===== config.mk =====
export PLATFORM = sky130hd
export DESIGN_NAME = udc_step_controller
export DESIGN_NICKNAME = d
export VERILOG_FILES = /design/src/rtl/udc_pkg.sv /design/src/rtl/udc_core.sv /design/src/rtl/udc_step_controller.sv
export SDC_FILE = /design/constraint.sdc
export NUM_CORES = 1
export LEC_CHECK = 0
export CORE_MARGIN = 1.5
export CORE_UTILIZATION = 45
export DETAILED_ROUTE_END_ITERATION = 12
export PLACE_DENSITY = 0.83
export SETUP_SLACK_MARGIN = 0.1
export SLEW_MARGIN = 20
export SYNTH_ARGS = -nofsm -noshare
export SYNTH_HDL_FRONTEND = slang
export SYNTH_SLANG_ARGS = --single-unit
export TNS_END_PERCENT = 100

===== constraint.sdc =====
create_clock -name clk -period 1.7 [get_ports clk]
set_input_delay 0.425 -clock clk [delete_from_list [all_inputs] [get_ports clk]]
set_output_delay 0.425 -clock clk [all_outputs]
set_load 0.01 [all_outputs]

===== src/rtl/udc_pkg.sv =====
// Shared encodings for the up/down counter step controller.
package udc_pkg;

  localparam logic [1:0] OP_LOAD  = 2'b00;
  localparam logic [1:0] OP_UP    = 2'b01;
  localparam logic [1:0] OP_DOWN  = 2'b10;
  localparam logic [1:0] OP_CLEAR = 2'b11;

  localparam logic DIR_UP   = 1'b0;
  localparam logic DIR_DOWN = 1'b1;

  typedef enum logic [1:0] {
    S_IDLE = 2'd0,
    S_RUN  = 2'd1,
    S_DONE = 2'd2
  } state_e;

endpackage


===== src/rtl/udc_core.sv =====
// Counter register with load/clear/step; wrap is registered alongside the step.
module udc_core #(
  parameter int WIDTH = 4
) (
  input  logic             clk,
  input  logic             rst,
  input  logic             en,
  input  logic             dir,
  input  logic             ld,
  input  logic [WIDTH-1:0] ld_val,
  input  logic             clr,
  output logic [WIDTH-1:0] count,
  output logic             wrap
);
  import udc_pkg::*;

  always_ff @(posedge clk or negedge rst) begin
    if (!rst) begin
      count <= '0;
      wrap  <= 1'b0;
    end else begin
      wrap <= 1'b0;
      if (clr) begin
        count <= '0;
      end else if (ld) begin
        count <= ld_val;
      end else if (en) begin
        if (dir == DIR_DOWN) begin
          count <= count - 1'b1;
          wrap  <= (count == '0);
        end else begin
          count <= count + 1'b1;
          wrap  <= &count;
        end
      end
    end
  end

endmodule


===== src/rtl/udc_step_controller.sv =====
// Command sequencer: accepts LOAD/CLEAR/UP-n/DOWN-n, steps the counter once per
// clock and reports completion with a one-cycle done pulse.
module udc_step_controller #(
  parameter int WIDTH = 4,
  parameter int STEPW = 8
) (
  input  logic             clk,
  input  logic             rst,
  input  logic             cmd_valid,
  output logic             cmd_ready,
  input  logic [1:0]       cmd_op,
  input  logic [WIDTH-1:0] cmd_arg,
  input  logic [STEPW-1:0] cmd_steps,
  input  logic             abort,
  output logic [WIDTH-1:0] count,
  output logic             dir,
  output logic             busy,
  output logic             done,
  output logic             aborted,
  output logic             wrap
);
  import udc_pkg::*;

  state_e           state, state_n;
  logic [STEPW-1:0] remaining, remaining_n;
  logic             dir_n, aborted_n;
  logic             en, ld, clr;

  assign cmd_ready = (state == S_IDLE);
  assign busy      = (state == S_RUN);
  assign done      = (state == S_DONE);

  always_ff @(posedge clk or negedge rst) begin
    if (!rst) begin
      state     <= S_IDLE;
      remaining <= '0;
      dir       <= DIR_UP;
      aborted   <= 1'b0;
    end else begin
      state     <= state_n;
      remaining <= remaining_n;
      dir       <= dir_n;
      aborted   <= aborted_n;
    end
  end

  always_comb begin
    state_n     = state;
    remaining_n = remaining;
    dir_n       = dir;
    aborted_n   = 1'b0;
    en          = 1'b0;
    ld          = 1'b0;
    clr         = 1'b0;
    case (state)
      S_IDLE: begin
        if (cmd_valid) begin
          case (cmd_op)
            OP_LOAD: begin
              ld      = 1'b1;
              state_n = S_DONE;
            end
            OP_CLEAR: begin
              clr     = 1'b1;
              state_n = S_DONE;
            end
            default: begin
              dir_n = (cmd_op == OP_DOWN) ? DIR_DOWN : DIR_UP;
              if (cmd_steps == '0) begin
                state_n = S_DONE;
              end else begin
                remaining_n = cmd_steps;
                state_n     = S_RUN;
              end
            end
          endcase
        end
      end
      S_RUN: begin
        // abort beats the final step: no count change on that edge
        if (abort) begin
          aborted_n = 1'b1;
          state_n   = S_DONE;
        end else begin
          en          = 1'b1;
          remaining_n = remaining - 1'b1;
          if (remaining == STEPW'(1)) state_n = S_DONE;
        end
      end
      S_DONE:  state_n = S_IDLE;
      default: state_n = S_IDLE;
    endcase
  end

  udc_core #(.WIDTH(WIDTH)) u_core (
    .clk    (clk),
    .rst    (rst),
    .en     (en),
    .dir    (dir),
    .ld     (ld),
    .ld_val (cmd_arg),
    .clr    (clr),
    .count  (count),
    .wrap   (wrap)
  );

endmodule


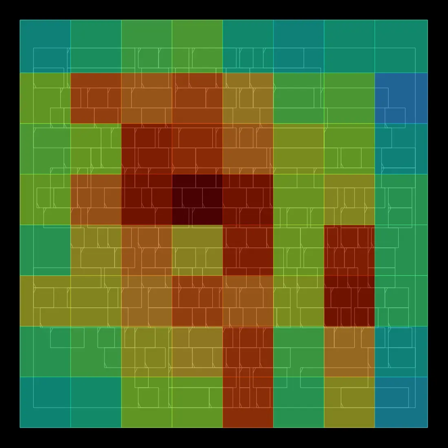
(images/congestion_map.png)
total track usage: 25.4%
M1 GR Usage: 31.1%
met3 usage: 4.68%
Wirelength per Cell: 17.6 um
grt peak-use layer: met2

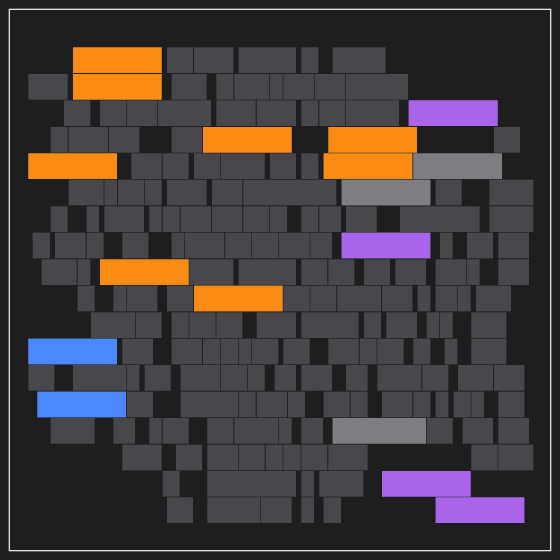
(images/ff_map.png)
Other sequential cells in the stronger gray, the rest of the logic in the fainter gray.
netlist name	color	flops
`remaining`	orange	8
`u_core.count`	purple	4
`state`	blue	2
not colored	3

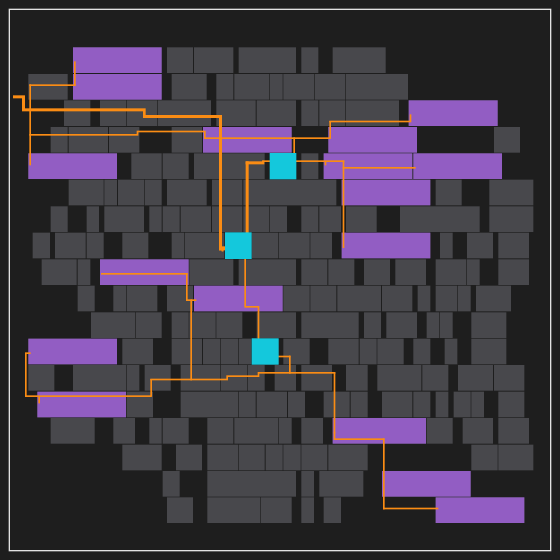
(images/clock_wires.png)
[clock wires] orange | length: 233 um
[clock-net drivers] cyan | count: 3
[flip-flops] purple | count: 17
routed clock nets	4
flops lie	widely spread
Clk pwr share: 8.1%
clock-net power: 0.000226 W
clk_lat worst skew: 290 ps

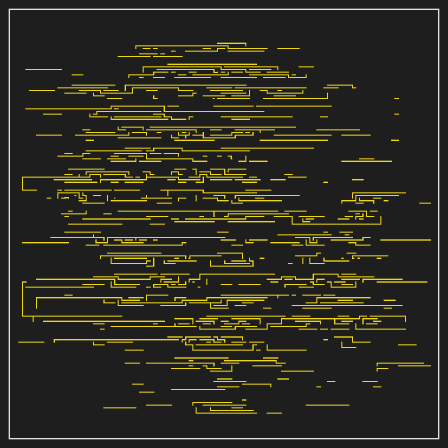
(images/m1.png)
nets with wire on the layer	194
main direction	horizontal
longest straight run	20.7 um
final wirelength: 3880 um
Via Count: 1356

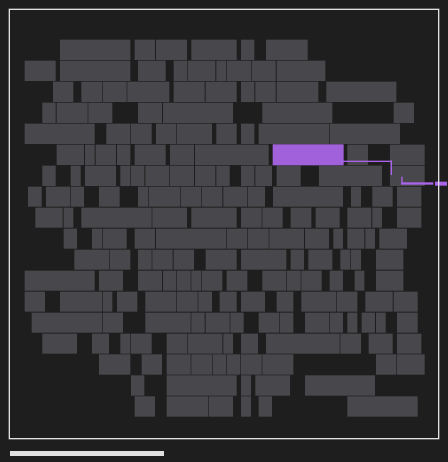
(images/port_trees.png)
Bar = 20 um.
port	color	bits	direction	end cells	buffers	wire
`aborted`	purple	1	output	1	1	12.9 um

==> impl_metrics.ini <==
; physical design summary
[grt]
grt_pass1_wl_um = 6270
grt.overflow.total = 0

[final_layout]
lay_top_cells = buf_4, dfrtp_1, dlygate4sd2_1
nMultiInputCombCells = 100
layout.area.comb_um2 = 881
area_growth_pct = 52.9
nNetsFinal = 218
seq_share_pct = 22.5

[outcome]
status = finished with violations
violations = negative setup slack

[power]
pwr-share-comb_pct = 67.0

[synth]
edf_count = 0
synthSimpleGateAreaFrac_pct = 18.4
ys_sh_adder_pct = 8.68

[sta]
finalSetupViolations = 1
timing_hold_violations_final = 0
layout_setup_ws_ps = -20.6
fmax_mhz = 581
tightest_slew_ps = 536
rsz0062_at_grt = true

[placement]
placed_cell_area_um2 = 1670
portBuffers = 27

[worst_setup_path]
path_depth = 6

[clock_tree]
hold_buffers = 0
root_buffer = clkbuf_4

[drt]
firstDrtPassIters = 4
drcViolationCount = 0
Power figures rest on the tool's default switching activity, not on a simulated workload.
